<file path="config.mk">
export PLATFORM = sky130hd
export DESIGN_NAME = oserdes_playback_sequencer
export DESIGN_NICKNAME = d
export VERILOG_FILES = /design/src/rtl/oserdes_playback_sequencer_pkg.sv /design/src/rtl/oserdes_playback_sequencer_trigger_sync.sv /design/src/rtl/oserdes_playback_sequencer.sv
export SDC_FILE = /design/constraint.sdc
export NUM_CORES = 1
export LEC_CHECK = 0
export ABC_AREA = 1
export CAP_MARGIN = 20
export CELL_PAD_IN_SITES_DETAIL_PLACEMENT = 1
export CELL_PAD_IN_SITES_GLOBAL_PLACEMENT = 2
export CORE_UTILIZATION = 34
export CTS_CLUSTER_DIAMETER = 40
export DETAILED_ROUTE_END_ITERATION = 10
export GPL_TIMING_DRIVEN = 0
export PLACE_DENSITY = 0.91
export SYNTH_ARGS = -nofsm -noshare
export SYNTH_HDL_FRONTEND = slang
export SYNTH_SLANG_ARGS = --single-unit
</file>
<file path="constraint.sdc">
create_clock -name clock -period 8 [get_ports clock]
set_input_delay 2 -clock clock [delete_from_list [all_inputs] [get_ports clock]]
set_output_delay 2 -clock clock [all_outputs]
set_load 0.05 [all_outputs]
</file>
<file path="src/rtl/oserdes_playback_sequencer_pkg.sv">
// Shared encodings for the OSERDES playback sequencer: FSM states, register map
// and CONTROL bit positions.
`timescale 1ns/1ps
package oserdes_playback_sequencer_pkg;

  typedef enum logic [1:0] {
    ST_IDLE    = 2'd0,
    ST_ARMED   = 2'd1,
    ST_PLAYING = 2'd2,
    ST_DONE    = 2'd3
  } state_e;

  localparam int unsigned REG_CONTROL = 0;
  localparam int unsigned REG_START   = 1;
  localparam int unsigned REG_END     = 2;
  localparam int unsigned REG_LOOPS   = 3;
  localparam int unsigned REG_STATUS  = 4;

  localparam int unsigned CTRL_ENABLE      = 0;
  localparam int unsigned CTRL_EXT_TRIG_EN = 1;
  localparam int unsigned CTRL_AUTO_REARM  = 2;
  localparam int unsigned CTRL_SOFT_TRIG   = 3;

  function automatic logic [31:0] status_word(input state_e st, input logic err,
                                               input logic [15:0] loops_done);
    return {loops_done, 13'd0, err, st};
  endfunction

endpackage

</file>
<file path="src/rtl/oserdes_playback_sequencer_trigger_sync.sv">
// Two-flop synchroniser for an asynchronous trigger pin followed by a registered
// rising-edge detector; pulse_o is one clock wide, three clocks after the pin rises.
`timescale 1ns/1ps
module oserdes_playback_sequencer_trigger_sync (
  input  logic clock,
  input  logic reset,
  input  logic async_i,
  output logic pulse_o
);

  logic [1:0] sync_q;
  logic       prev_q;
  logic       pulse_q;

  always_ff @(posedge clock or posedge reset) begin
    if (reset) begin
      sync_q  <= 2'b00;
      prev_q  <= 1'b0;
      pulse_q <= 1'b0;
    end else begin
      sync_q  <= {sync_q[0], async_i};
      prev_q  <= sync_q[1];
      pulse_q <= sync_q[1] & ~prev_q;
    end
  end

  assign pulse_o = pulse_q;

endmodule

</file>
<file path="src/rtl/oserdes_playback_sequencer.sv">
// Read-side sequencer for the waveform BRAM: SPI register file, playback FSM and
// the word_valid latency pipe aligned to BRAM port-B read latency.
`timescale 1ns/1ps
module oserdes_playback_sequencer
  import oserdes_playback_sequencer_pkg::*;
#(
  parameter int unsigned ADDRESS_WIDTH  = 14,
  parameter int unsigned READ_LATENCY   = 1,
  parameter int unsigned REG_ADDR_WIDTH = 4
) (
  input  logic                      clock,
  input  logic                      reset,
  input  logic                      transaction_valid,
  input  logic [REG_ADDR_WIDTH-1:0] reg_address,
  input  logic [31:0]               data32,
  output logic [31:0]               read_data32,
  input  logic                      trigger_in,
  output logic [ADDRESS_WIDTH-1:0]  read_address,
  output logic                      word_valid,
  output logic                      busy,
  output logic [1:0]                dbg_state
);

  logic                     enable_q, ext_trig_en_q, auto_rearm_q;
  logic [ADDRESS_WIDTH-1:0] start_q, end_q;
  logic [15:0]              loops_q;

  logic                     wr_control, wr_start, wr_end, wr_loops;
  logic                     enable_eff, ext_trig_en_eff, auto_rearm_eff, soft_trig;
  logic [ADDRESS_WIDTH-1:0] start_eff, end_eff;
  logic [15:0]              loops_eff;
  logic                     ext_pulse, trig;

  state_e                   state_q, state_d;
  logic [ADDRESS_WIDTH-1:0] addr_q, addr_d;
  logic [ADDRESS_WIDTH-1:0] start_a_q, start_a_d, end_a_q, end_a_d;
  logic [15:0]              loops_a_q, loops_a_d;
  logic [15:0]              loops_done_q, loops_done_d;
  logic                     config_error_q, config_error_d;

  logic [31:0]              rd_d, rd_q;
  logic [READ_LATENCY-1:0]  valid_pipe_q;
  logic                     unused_data_bits;

  assign wr_control = transaction_valid && (reg_address == REG_ADDR_WIDTH'(REG_CONTROL));
  assign wr_start   = transaction_valid && (reg_address == REG_ADDR_WIDTH'(REG_START));
  assign wr_end     = transaction_valid && (reg_address == REG_ADDR_WIDTH'(REG_END));
  assign wr_loops   = transaction_valid && (reg_address == REG_ADDR_WIDTH'(REG_LOOPS));

  // A write lands before anything else in the same clock, so the FSM sees the
  // freshly written values rather than the stored ones.
  assign enable_eff      = wr_control ? data32[CTRL_ENABLE]      : enable_q;
  assign ext_trig_en_eff = wr_control ? data32[CTRL_EXT_TRIG_EN] : ext_trig_en_q;
  assign auto_rearm_eff  = wr_control ? data32[CTRL_AUTO_REARM]  : auto_rearm_q;
  assign soft_trig       = wr_control & data32[CTRL_SOFT_TRIG];
  assign start_eff       = wr_start ? data32[ADDRESS_WIDTH-1:0] : start_q;
  assign end_eff         = wr_end   ? data32[ADDRESS_WIDTH-1:0] : end_q;
  assign loops_eff       = wr_loops ? data32[15:0]              : loops_q;
  assign unused_data_bits = ^data32[31:16];

  oserdes_playback_sequencer_trigger_sync u_trigger_sync (
    .clock   (clock),
    .reset   (reset),
    .async_i (trigger_in),
    .pulse_o (ext_pulse)
  );

  assign trig = soft_trig | (ext_trig_en_eff & ext_pulse);

  always_ff @(posedge clock or posedge reset) begin
    if (reset) begin
      enable_q      <= 1'b0;
      ext_trig_en_q <= 1'b0;
      auto_rearm_q  <= 1'b0;
      start_q       <= '0;
      end_q         <= '1;
      loops_q       <= 16'd0;
    end else begin
      enable_q      <= enable_eff;
      ext_trig_en_q <= ext_trig_en_eff;
      auto_rearm_q  <= auto_rearm_eff;
      start_q       <= start_eff;
      end_q         <= end_eff;
      loops_q       <= loops_eff;
    end
  end

  always_comb begin
    state_d        = state_q;
    addr_d         = addr_q;
    start_a_d      = start_a_q;
    end_a_d        = end_a_q;
    loops_a_d      = loops_a_q;
    loops_done_d   = loops_done_q;
    config_error_d = config_error_q;
    if (wr_start || wr_end) begin
      config_error_d = 1'b0;
    end
    if (!enable_eff) begin
      state_d = ST_IDLE;
    end else begin
      case (state_q)
        ST_IDLE: begin
          if (end_eff < start_eff) begin
            config_error_d = 1'b1;
          end else begin
            state_d = ST_ARMED;
          end
        end
        ST_ARMED: begin
          if (trig) begin
            state_d      = ST_PLAYING;
            start_a_d    = start_eff;
            end_a_d      = end_eff;
            loops_a_d    = loops_eff;
            addr_d       = start_eff;
            loops_done_d = 16'd0;
          end
        end
        ST_PLAYING: begin
          if (addr_q != end_a_q) begin
            addr_d = addr_q + ADDRESS_WIDTH'(1);
          end else begin
            // LOOPS == 0 never terminates; loops_done simply wraps.
            loops_done_d = loops_done_q + 16'd1;
            if ((loops_a_q != 16'd0) && (loops_done_d == loops_a_q)) begin
              state_d = ST_DONE;
            end else begin
              addr_d = start_a_q;
            end
          end
        end
        ST_DONE: begin
          if (auto_rearm_eff) begin
            state_d = ST_ARMED;
          end
        end
        default: state_d = ST_IDLE;
      endcase
    end
  end

  always_ff @(posedge clock or posedge reset) begin
    if (reset) begin
      state_q        <= ST_IDLE;
      addr_q         <= '0;
      start_a_q      <= '0;
      end_a_q        <= '0;
      loops_a_q      <= 16'd0;
      loops_done_q   <= 16'd0;
      config_error_q <= 1'b0;
    end else begin
      state_q        <= state_d;
      addr_q         <= addr_d;
      start_a_q      <= start_a_d;
      end_a_q        <= end_a_d;
      loops_a_q      <= loops_a_d;
      loops_done_q   <= loops_done_d;
      config_error_q <= config_error_d;
    end
  end

  always_comb begin
    rd_d = 32'd0;
    case (reg_address)
      REG_ADDR_WIDTH'(REG_CONTROL): rd_d = {29'd0, auto_rearm_q, ext_trig_en_q, enable_q};
      REG_ADDR_WIDTH'(REG_START):   rd_d = 32'(start_q);
      REG_ADDR_WIDTH'(REG_END):     rd_d = 32'(end_q);
      REG_ADDR_WIDTH'(REG_LOOPS):   rd_d = {16'd0, loops_q};
      REG_ADDR_WIDTH'(REG_STATUS):  rd_d = status_word(state_q, config_error_q, loops_done_q);
      default:                      rd_d = 32'd0;
    endcase
  end

  always_ff @(posedge clock or posedge reset) begin
    if (reset) begin
      rd_q         <= 32'd0;
      valid_pipe_q <= '0;
    end else begin
      rd_q            <= rd_d;
      valid_pipe_q[0] <= (state_q == ST_PLAYING);
      for (int i = 1; i < int'(READ_LATENCY); i++) begin
        valid_pipe_q[i] <= valid_pipe_q[i-1];
      end
    end
  end

  assign read_data32  = rd_q;
  assign read_address = addr_q;
  assign word_valid   = valid_pipe_q[READ_LATENCY-1];
  assign busy         = (state_q == ST_ARMED) || (state_q == ST_PLAYING);
  assign dbg_state    = state_q;

endmodule

</file>
run_1/flops_by_reg.png
Scale bar: 50 um. Other sequential cells in the stronger grey, the rest of the logic in the fainter grey.
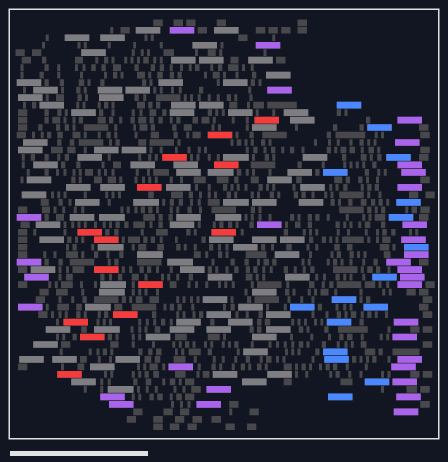
| colour | name in the netlist | sequential cells |
|---|---|---|
| purple | read_data32 | 32 |
| red | start_q | 14 |
| blue | loops_done_q | 16 |
not coloured: 99

run_1/congestion.png
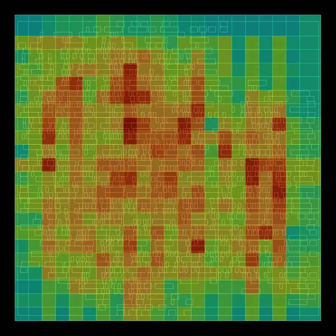
met1 track utilization from global routing: 29.0%
most used routing layer: met2
Routed wire per std cell: 17.8 um
utilization after layout: 42.7%
M2 GR Usage: 38.1%

==> out/results.tsv, run 1 <==
stage	metric	value	unit
status	outcome	complete, no violations	
final_timing	final worst-path cycle share	63.2	%
job	# Max-Cap Violations	0	
worst_hold_path	hold_sp	u_trigger_sync.sync_q[0]	
setup_path	CP Data Required Time	8.37	ns
yosys	Yosys chip area	8020	um^2
global_routing	largest net degree at the start of global routing	84	
yosys	area share of the largest cell type after synthesis	45.9	%
floorplan	placeable core region	22900	um^2
detailed_routing	total number of vias	7004	
global_routing	global route overflow	0	
floorplan	floorplan die height	156	um
cts	total CTS buffers	17	
detailed_routing	number of detailed-route iterations in the first pass	5	
place	Inst Count DP	1383	
final_layout	most used logic cell in the final layout	sky130_fd_sc_hd__nand2_1	
setup_path	Reg2Reg Depth	8	
final_layout	filler-free cell count of the finished design	1415	
yosys	Avg Synthesized Cell Area	8.05	um^2
final_timing	RSZ-0062 raised after global routing	no	
detailed_routing	iteration-0 DRC count of the detailed router	343	
cts	number of buffers inserted to repair setup after CTS	0	
final_timing	Slew Limit Fails	0	
final_timing	Fin. Hold Viols	0	
floorplan	top-level port count	90	
final_layout	final design instance area without fill	9780	um^2
place	DP Wirelength	18.9	mm
floorplan	std cell rows	55	
detailed_routing	final WL	25.2	mm
cts	clock latency at the later pin of the worst-skew pair	0.43	ns
setup_path	Crit Reg-Reg Endpoint	loops_done_q[10]	
final_timing	Relative slew margins	50.5	%
cts	CTS H-tree lvls	4	
worst_hold_path	depth of the worst hold-timing path	0	
detailed_routing	final antenna-violating net count	0	
yosys	flip-flop cell with the highest count after synthesis	sky130_fd_sc_hd__dfrtp_1	
final_layout	n_diodes	0	
place	Placer Congestion	0.816	
job	number of OpenROAD warnings	45	
final_timing	Slew @ Worst Pin	0.735	ns
run_1/io_fan.png
Scale bar: 50 um.
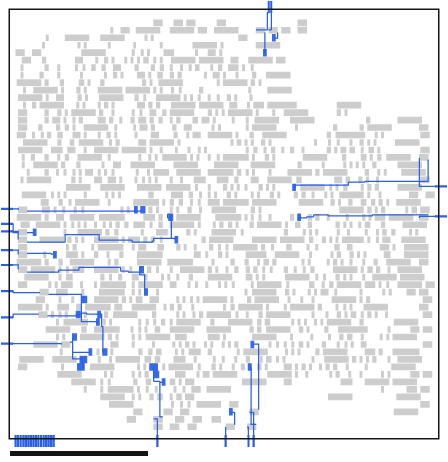
| colour | port | bits | direction | edge | end cells | buffers | wire |
|---|---|---|---|---|---|---|---|
| blue | data32 | 32 | input | 20 bottom, 8 left, 2 right, 2 top | 27 | 16 | 596 um |

[run 1: power breakdown]
group / internal (mW) / switching (mW) / leakage (nW) / total, mW
logic: 0.424 / 0.802 / 2.25 / 1.23
registers: 1.05 / 0.202 / 2.03 / 1.25
clock network: 0.492 / 0.356 / 0.283 / 0.848
total: 1.97 / 1.36 / 4.56 / 3.33
[run 1: per-layer routing]
metal	wire length, um	vias to the layer above
li1	-	3377
met2	12500	138
met5	0	-
met1	11500	3466
met4	408	0
met3	745	23
[run 1: how the worst max path moves through the flow]
stage	endpoint	slack (ns)	cells past startpoint
2_1_floorplan	auto_rearm_q	1.67	1
3_3_place_gp	start_a_q[4]	-0.71	2
3_5_place_dp	dbg_state[0]	2.54	13
4_1_cts	dbg_state[0]	2.91	15
5_1_grt	dbg_state[1]	2.68	15
6_report	dbg_state[0]	2.94	15
[run 1: final cells by class]
cell class / count / area [um^2]
fillers: 2799 / 13100
flip-flops and latches: 161 / 4050
multi-input cells: 700 / 3440
repair buffers: 74 / 758
clock buffers: 19 / 433
inverters: 104 / 398
well taps: 313 / 392
clock inverters: 13 / 163
plain buffers: 31 / 145
[run 1: cells by family (layout without fill, tap and decap cells)]
| family | count (synthesis) | count (layout) | share of synthesized area (%) |
|---|---|---|---|
| and+or+nand+nor | 509 | 509 | 26.9 |
| DFF | 161 | 161 | 50.4 |
| AOI/OAI and AO/OA | 143 | 143 | 9.69 |
| buffers and inverters | 135 | 241 | 6.67 |
| xor gates and xnor gates | 29 | 29 | 3.34 |
| adders and majority gates | 19 | 19 | 2.96 |
[run 1: synth_stat cells (2+ instances only)]
cell / number
sky130_fd_sc_hd__buf_6: 2
sky130_fd_sc_hd__a211oi_1: 2
sky130_fd_sc_hd__nand3_1: 77
sky130_fd_sc_hd__nand2_1: 323
sky130_fd_sc_hd__clkbuf_1: 19
sky130_fd_sc_hd__nor2_2: 7
sky130_fd_sc_hd__o21ai_1: 15
sky130_fd_sc_hd__inv_1: 95
sky130_fd_sc_hd__buf_2: 7
sky130_fd_sc_hd__dfrtp_1: 147
sky130_fd_sc_hd__o21ai_0: 100
sky130_fd_sc_hd__a221oi_1: 2
sky130_fd_sc_hd__nand2_4: 2
sky130_fd_sc_hd__xor2_1: 13
sky130_fd_sc_hd__or2_2: 3
sky130_fd_sc_hd__ha_1: 19
sky130_fd_sc_hd__nand2_2: 6
sky130_fd_sc_hd__nor2_4: 3
sky130_fd_sc_hd__a21oi_1: 8
sky130_fd_sc_hd__nor3_1: 3
sky130_fd_sc_hd__xnor2_1: 15
sky130_fd_sc_hd__o21ai_2: 2
sky130_fd_sc_hd__nand4_1: 16
sky130_fd_sc_hd__o211ai_1: 7
sky130_fd_sc_hd__inv_2: 8
sky130_fd_sc_hd__dfstp_2: 14
sky130_fd_sc_hd__o22ai_1: 4
sky130_fd_sc_hd__nor2_1: 66
[run 1: registers in the layout (all words and copies together), names as in the netlist, 2 cells and up]
signal                 count
dbg_state                  2
end_a_q                   14
end_q                     14
loops_a_q                 16
loops_done_q              16
loops_q                   16
read_address              14
read_data32               32
start_a_q                 14
start_q                   14
u_trigger_sync.sync_q      2
==> run 2: changes to the inputs <==
--- a/config.mk
+++ b/config.mk
@@ -9,11 +9,11 @@
 export CAP_MARGIN = 20
 export CELL_PAD_IN_SITES_DETAIL_PLACEMENT = 1
 export CELL_PAD_IN_SITES_GLOBAL_PLACEMENT = 2
-export CORE_UTILIZATION = 34
+export CORE_UTILIZATION = 30
 export CTS_CLUSTER_DIAMETER = 40
 export DETAILED_ROUTE_END_ITERATION = 10
 export GPL_TIMING_DRIVEN = 0
-export PLACE_DENSITY = 0.91
+export PLACE_DENSITY = 0.85
 export SYNTH_ARGS = -nofsm -noshare
 export SYNTH_HDL_FRONTEND = slang
 export SYNTH_SLANG_ARGS = --single-unit
==> constraint.sdc (replaced) <==
create_clock -name clock -period 4.2 [get_ports clock]
set_input_delay 1.05 -clock clock [delete_from_list [all_inputs] [get_ports clock]]
set_output_delay 1.05 -clock clock [all_outputs]
set_load 0.05 [all_outputs]
run_2/wires.png
Two of the layers only.
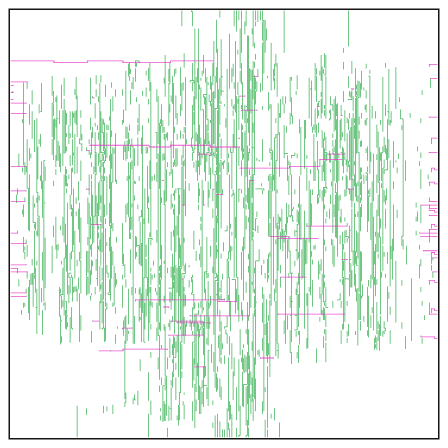
| colour | layer | wire length |
|---|---|---|
| magenta | metal 3 | 599 um |
| green | metal 2 | 12100 um |

run_2/io_fan.png
Scale bar: 50 um.
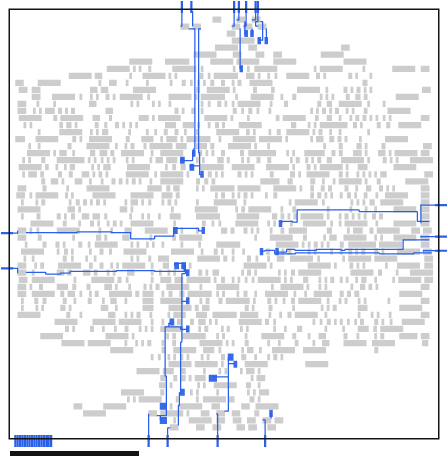
| colour | port | bits | direction | edge | end cells | buffers | wire |
|---|---|---|---|---|---|---|---|
| blue | data32 | 32 | input | 20 bottom, 7 top, 3 right, 2 left | 27 | 16 | 768 um |

run_2/congestion.png
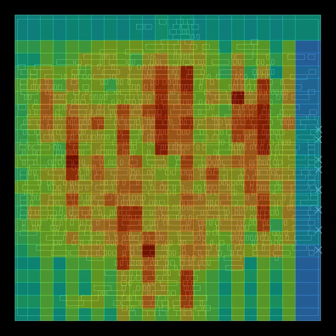
met1 track utilization from global routing: 25.8%
Routed wire per std cell: 17.3 um

==> run 2 against run 1 <==
  * Wire length decreased by 0.92%
  * Area after synthesis did not move
  * Critical endpoint unchanged
  * The run now ends with DRC left
  * Worst hold slack lost 0.0073 ns
==> out/results.tsv, run 2 <==
stage	metric	value	unit	change
status	outcome	finished, violations left		
status	violated checks	DRC		
floorplan	placeable core region	26100	um^2	+14%
final_timing	Relative slew margins	46.0	%	-4.5 points
cts	clock latency at the later pin of the worst-skew pair	0.45	ns	+0.02 ns
yosys	Yosys chip area	8020	um^2	unchanged
cts	number of buffers inserted to repair setup after CTS	0		unchanged
place	Inst Count DP	1408		+1.8%
setup_path	CP Data Required Time	4.58	ns	-3.79 ns
cts	total CTS buffers	17		unchanged
detailed_routing	remaining routing DRC violations	16		
final_layout	Largest register FFs	32		unchanged
yosys	most instantiated library cell after synthesis	sky130_fd_sc_hd__nand2_1		
final_timing	RSZ-0062 raised after global routing	no		
yosys	Avg Synthesized Cell Area	8.05	um^2	unchanged
yosys	cell types with the highest counts after synthesis	sky130_fd_sc_hd__nand2_1 (323), sky130_fd_sc_hd__dfrtp_1 (147), sky130_fd_sc_hd__o21ai_0 (100)		
global_routing	M2 GR Usage	32.8	%	-5.3 points
global_routing	most used routing layer	met2		
detailed_routing	number of detailed-route iterations in the first pass	7		+2
place	DP Wirelength	18.9	mm	about the same
detailed_routing	total number of vias	6893		-1.6%
final_timing	Fin. Hold Viols	0		unchanged
job	# Max-Cap Violations	0		unchanged
final_timing	final worst-path cycle share	96.4	%	
global_routing	largest net degree at the start of global routing	38		-55%
final_layout	filler-free cell count of the finished design	1440		+1.8%
global_routing	global route overflow	0		unchanged
yosys	area share of the largest cell type after synthesis	45.9	%	unchanged
place	Placer Congestion	0.841		+3.1%
detailed_routing	iteration-0 DRC count of the detailed router	347		+1.2%
worst_hold_path	hold_sp	u_trigger_sync.sync_q[0]		
floorplan	top-level port count	90		unchanged
detailed_routing	final antenna-violating net count	0		unchanged
final_layout	n_diodes	0		unchanged
run 2: routing by layer:
layer  vias to the layer above  part of all wire, %
li1                       3389                    -
met1                      3364                   47
met2                       104                   49
met3                        36                  2.4
met4                         0                  2.2
met5                         -                    0
run 2: timing repair:
item / in CTS / in global routing
gates resized: 1 / 2
pin swaps: 0 / 0
setup endpoints to repair: 1 / 2
run 2: layout make-up:
| cell class | instances | area [um^2] |
|---|---|---|
| Inverter | 104 | 394 |
| Tap cell | 335 | 419 |
| Buffer | 31 | 145 |
| Fill cell | 3161 | 16200 |
| Sequential cell | 161 | 4050 |
| Clock inverter | 12 | 181 |
| Timing Repair Buffer | 77 | 811 |
| Multi-Input combinational cell | 700 | 3450 |
| Clock buffer | 20 | 457 |
run 2: kinds of logic after synthesis:
logic type	Yosys count	share of synthesized area, %
flip-flops	161	50.4
XOR/XNOR	29	3.34
adder cells (fa/ha/maj)	19	2.96
AND-OR/OR-AND	143	9.69
AND/OR/NAND/NOR	509	26.9
buffers and inverters	135	6.67
run 2: worst paths after layout:
kind	end	slack, ns	depth (start not counted)
setup / recovery	dbg_state[0]	0.15	18
setup reg to reg	loops_done_q[10]	1.21	8
min in group asynchronous	loops_done_q[1]	1.11	2
hold reg to reg	u_trigger_sync.sync_q[1]	0.35	0
hold / removal	u_trigger_sync.sync_q[1]	0.35	0
max in group asynchronous	end_q[8]	1.89	5
run 2: where the power goes:
part	internal, mW	switching, mW	total [mW]
Combinational	0.812	1.55	2.36
Clock	1.03	0.684	1.71
Sequential	2.00	0.386	2.39
Total	3.84	2.62	6.46
run 2: per-stage QoR:
stage,area [um^2],util (%),setup TNS (ns)
after CTS,9900,37.9,0
after floorplan,8030,-,0
final,9900,37.9,0
after global placement,9180,35.1,-60.91
after global routing,9900,37.9,0
after detailed placement,9260,35.4,-1.12
run 2: worst reg2reg max path: stages, from the launching register on:
cell and delay (ns):
sky130_fd_sc_hd__dfrtp_1 0.44, sky130_fd_sc_hd__inv_1 0.15, sky130_fd_sc_hd__ha_1 0.53, sky130_fd_sc_hd__clkinv_1 0.58
sky130_fd_sc_hd__o21ai_4 0.50, sky130_fd_sc_hd__nand2_4 0.19, sky130_fd_sc_hd__inv_2 0.17, sky130_fd_sc_hd__buf_4 0.21
sky130_fd_sc_hd__o21ai_0 0.10
==> run 3: changes to the inputs <==
--- a/config.mk
+++ b/config.mk
@@ -14,6 +14,7 @@
 export DETAILED_ROUTE_END_ITERATION = 10
 export GPL_TIMING_DRIVEN = 0
 export PLACE_DENSITY = 0.85
+export SLEW_MARGIN = 20
 export SYNTH_ARGS = -nofsm -noshare
 export SYNTH_HDL_FRONTEND = slang
 export SYNTH_SLANG_ARGS = --single-unit
run_3/layer_met1.png
Scale bar: 50 um. Supply wires on this layer in grey. Cells faint in the background.
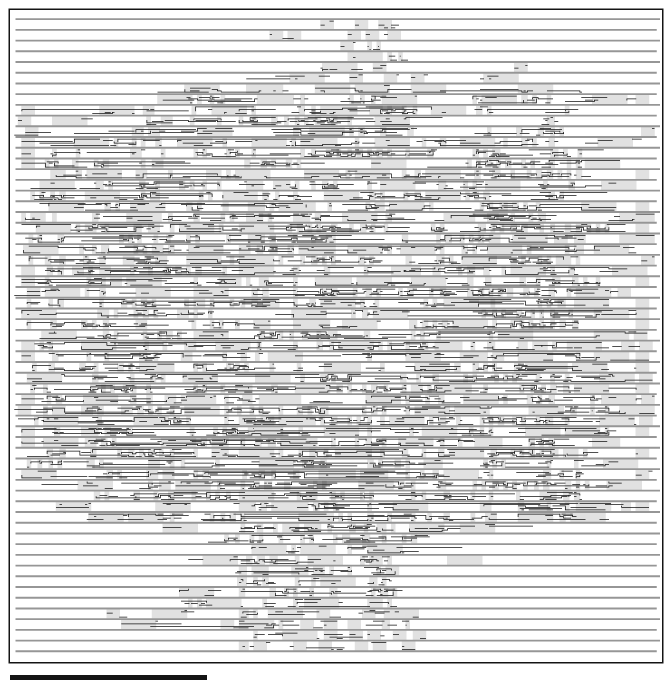
share of all routed wire: 47%
wire length on this layer: 11800 um

run_3/wires.png
Two of the layers only.
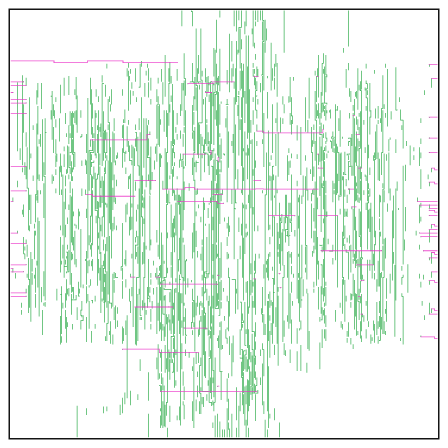
| colour | layer | wire length |
|---|---|---|
| green | metal 2 | 12400 um |
| magenta | metal 3 | 610 um |

run_3/flops_by_reg.png
Scale bar: 50 um. Other sequential cells in the stronger grey, the rest of the logic in the fainter grey.
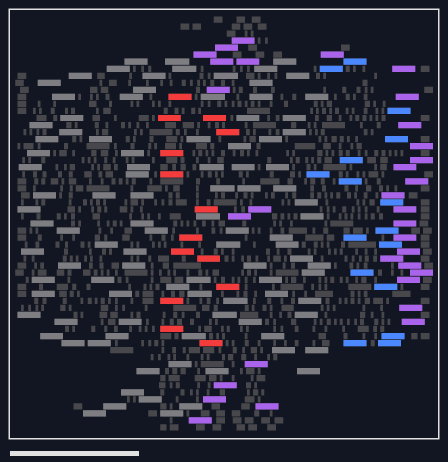
| colour | name in the netlist | sequential cells |
|---|---|---|
| purple | read_data32 | 32 |
| blue | loops_done_q | 16 |
| red | start_q | 14 |

==> run 3 against run 2 <==
  * The run still ends with DRC left
  * Final area decreased by 0.24%
  * Worst hold slack is essentially flat
  * Largest cell class unchanged
  * First-iteration DRC count grew 8.9%
==> out/results.tsv, run 3 <==
stage	metric	value	unit	change
final_timing	Fin. Hold Viols	0		unchanged
cts	clock latency at the later pin of the worst-skew pair	0.45	ns	about the same
setup_path	Crit Reg-Reg Endpoint	loops_done_q[5]		
setup_path	Reg2Reg Depth	9		+1
job	# Max-Cap Violations	0		unchanged
yosys	most instantiated library cell after synthesis	sky130_fd_sc_hd__nand2_1		
power	power spent charging and discharging nets	2.65	mW	+1.3%
yosys	Yosys chip area	8020	um^2	unchanged
setup_path	end point of the critical path	dbg_state[0]		
final_layout	utilization after layout	37.8	%	-0.091 points
power	proportion of power drawn by combinational gates	37.1	%	+0.6 points
power	Switching Fraction	41.6	%	+1.1 points
detailed_routing	Routed wire per std cell	17.5	um	+1.2%
yosys	cell types with the highest counts after synthesis	sky130_fd_sc_hd__nand2_1 (323), sky130_fd_sc_hd__dfrtp_1 (147), sky130_fd_sc_hd__o21ai_0 (100)		
global_routing	global route overflow	0		unchanged
final_timing	final worst-path cycle share	95.7	%	-0.70 points
power	Internal Dissipation	3.72	mW	-3.3%
final_layout	n_diodes	0		unchanged
final_layout	Largest register FFs	32		unchanged
place	DP Wirelength	19.0	mm	+0.59%
cts	total CTS buffers	17		unchanged
power	part of the power in registers	37.5	%	+0.6 points
final_timing	Clock Skews	0.0106	ns	
global_routing	largest net degree at the start of global routing	35		-7.9%
final_layout	filler-free cell count of the finished design	1441		+0.069%
place	Placer Congestion	0.841		unchanged
yosys	area share of the largest cell type after synthesis	45.9	%	unchanged
cts	number of buffers inserted to repair setup after CTS	0		unchanged
detailed_routing	iteration-0 DRC count of the detailed router	378		+8.9%
detailed_routing	total number of vias	6948		+0.80%
detailed_routing	remaining routing DRC violations	16		unchanged
status	violated checks	DRC		
place	area of placed instances	9280	um^2	+0.22%
detailed_routing	final antenna-violating net count	0		unchanged
setup_path	worst reg-to-reg setup slack	1.23	ns	+0.02 ns
setup_path	CP Data Required Time	4.58	ns	about the same
final_timing	RSZ-0062 raised after global routing	no		
floorplan	top-level port count	90		unchanged
final_timing	summed negative setup slack over all endpoints	0	ns	unchanged
power	Clk pwr share	25.4	%	-1.1 points
status	outcome	finished, violations left		
place	Inst Count DP	1409		+0.071%
floorplan	placeable core region	26100	um^2	unchanged
final_layout	relative area change from synthesis to final layout	23.1	%	
run 3: cell types whose count changed in the layout (fill, tap and decap cells not counted):
cell,before,now
sky130_fd_sc_hd__clkinvlp_4,2,3
sky130_fd_sc_hd__buf_12,4,5
sky130_fd_sc_hd__bufinv_16,4,2
sky130_fd_sc_hd__clkbuf_8,2,1
sky130_fd_sc_hd__inv_6,1,4
sky130_fd_sc_hd__clkbuf_1,20,19
run 3: final cells by class:
type | instances | area (um^2)
clock buffers | 18 | 439
repair buffers | 78 | 831
well taps | 335 | 419
multi-input cells | 700 | 3450
flip-flops and latches | 161 | 4050
fillers | 3215 | 16300
clock inverters | 14 | 155
plain buffers | 31 | 145
inverters | 104 | 394
run 3: what timing repair did:
action	4_1_cts	5_1_grt
setup endpoints to repair	2	2
gates cloned	0	0
resized	1	2
run 3: worst max-delay path, cell delays in order:
cell and delay, ns:
sky130_fd_sc_hd__clkdlybuf4s50_1 0.52, sky130_fd_sc_hd__inv_2 0.07, sky130_fd_sc_hd__nor2_1 0.19, sky130_fd_sc_hd__nand3_1 0.16, sky130_fd_sc_hd__inv_1 0.28, sky130_fd_sc_hd__buf_2 0.29, sky130_fd_sc_hd__nand2_1 0.07, sky130_fd_sc_hd__o21ai_0 0.23
sky130_fd_sc_hd__ha_1 0.35, sky130_fd_sc_hd__nand2_1 0.08, sky130_fd_sc_hd__nor2_1 0.05, sky130_fd_sc_hd__nor2_1 0.11, sky130_fd_sc_hd__nand3_1 0.09, sky130_fd_sc_hd__a211oi_1 0.42, sky130_fd_sc_hd__a21oi_1 0.20, sky130_fd_sc_hd__nand2_1 0.12
sky130_fd_sc_hd__nand2_1 0.05, sky130_fd_sc_hd__nand2_1 0.06
run 3: kinds of logic after synthesis:
kind of cell    after synthesis  share of synthesized area [%]
simple gates                509                           26.9
flops                       161                           50.4
compound gates              143                           9.69
buf+inv                     135                           6.67
xor+xnor                     29                           3.34
fa+ha+maj                    19                           2.96
run 3: worst min-delay path by stage:
stage | slack (ns) | startpoint | cells past startpoint | to
2_1_floorplan | 0.33 | u_trigger_sync.sync_q[0] | 0 | u_trigger_sync.sync_q[1]
3_3_place_gp | 0.33 | u_trigger_sync.sync_q[0] | 0 | u_trigger_sync.sync_q[1]
3_5_place_dp | 0.34 | u_trigger_sync.sync_q[0] | 0 | u_trigger_sync.sync_q[1]
4_1_cts | 0.35 | u_trigger_sync.sync_q[0] | 0 | u_trigger_sync.sync_q[1]
5_1_grt | 0.36 | u_trigger_sync.sync_q[0] | 0 | u_trigger_sync.sync_q[1]
6_report | 0.35 | u_trigger_sync.sync_q[0] | 0 | u_trigger_sync.sync_q[1]
run 3: metal layers:
layer / GRT usage [%] / part of all wire (%)
met1: 25.7 / 47
met2: 33.8 / 49
met5: 0 / 0
met3: 3.35 / 2.4
met4: 5.91 / 1.9
run 3: power by group through the flow:
| stage | logic, mW | clock network, mW | registers [mW] |
|---|---|---|---|
| after floorplan | 1.36 | 0 | 2.60 |
| after global placement | 2.31 | 0 | 2.39 |
| after detailed placement | 2.37 | 0 | 2.41 |
| after CTS | 2.40 | 1.65 | 2.39 |
| after global routing | 2.64 | 1.70 | 2.45 |
| final | 2.36 | 1.62 | 2.39 |
Power figures rest on the tool's default switching activity, not on a simulated workload.
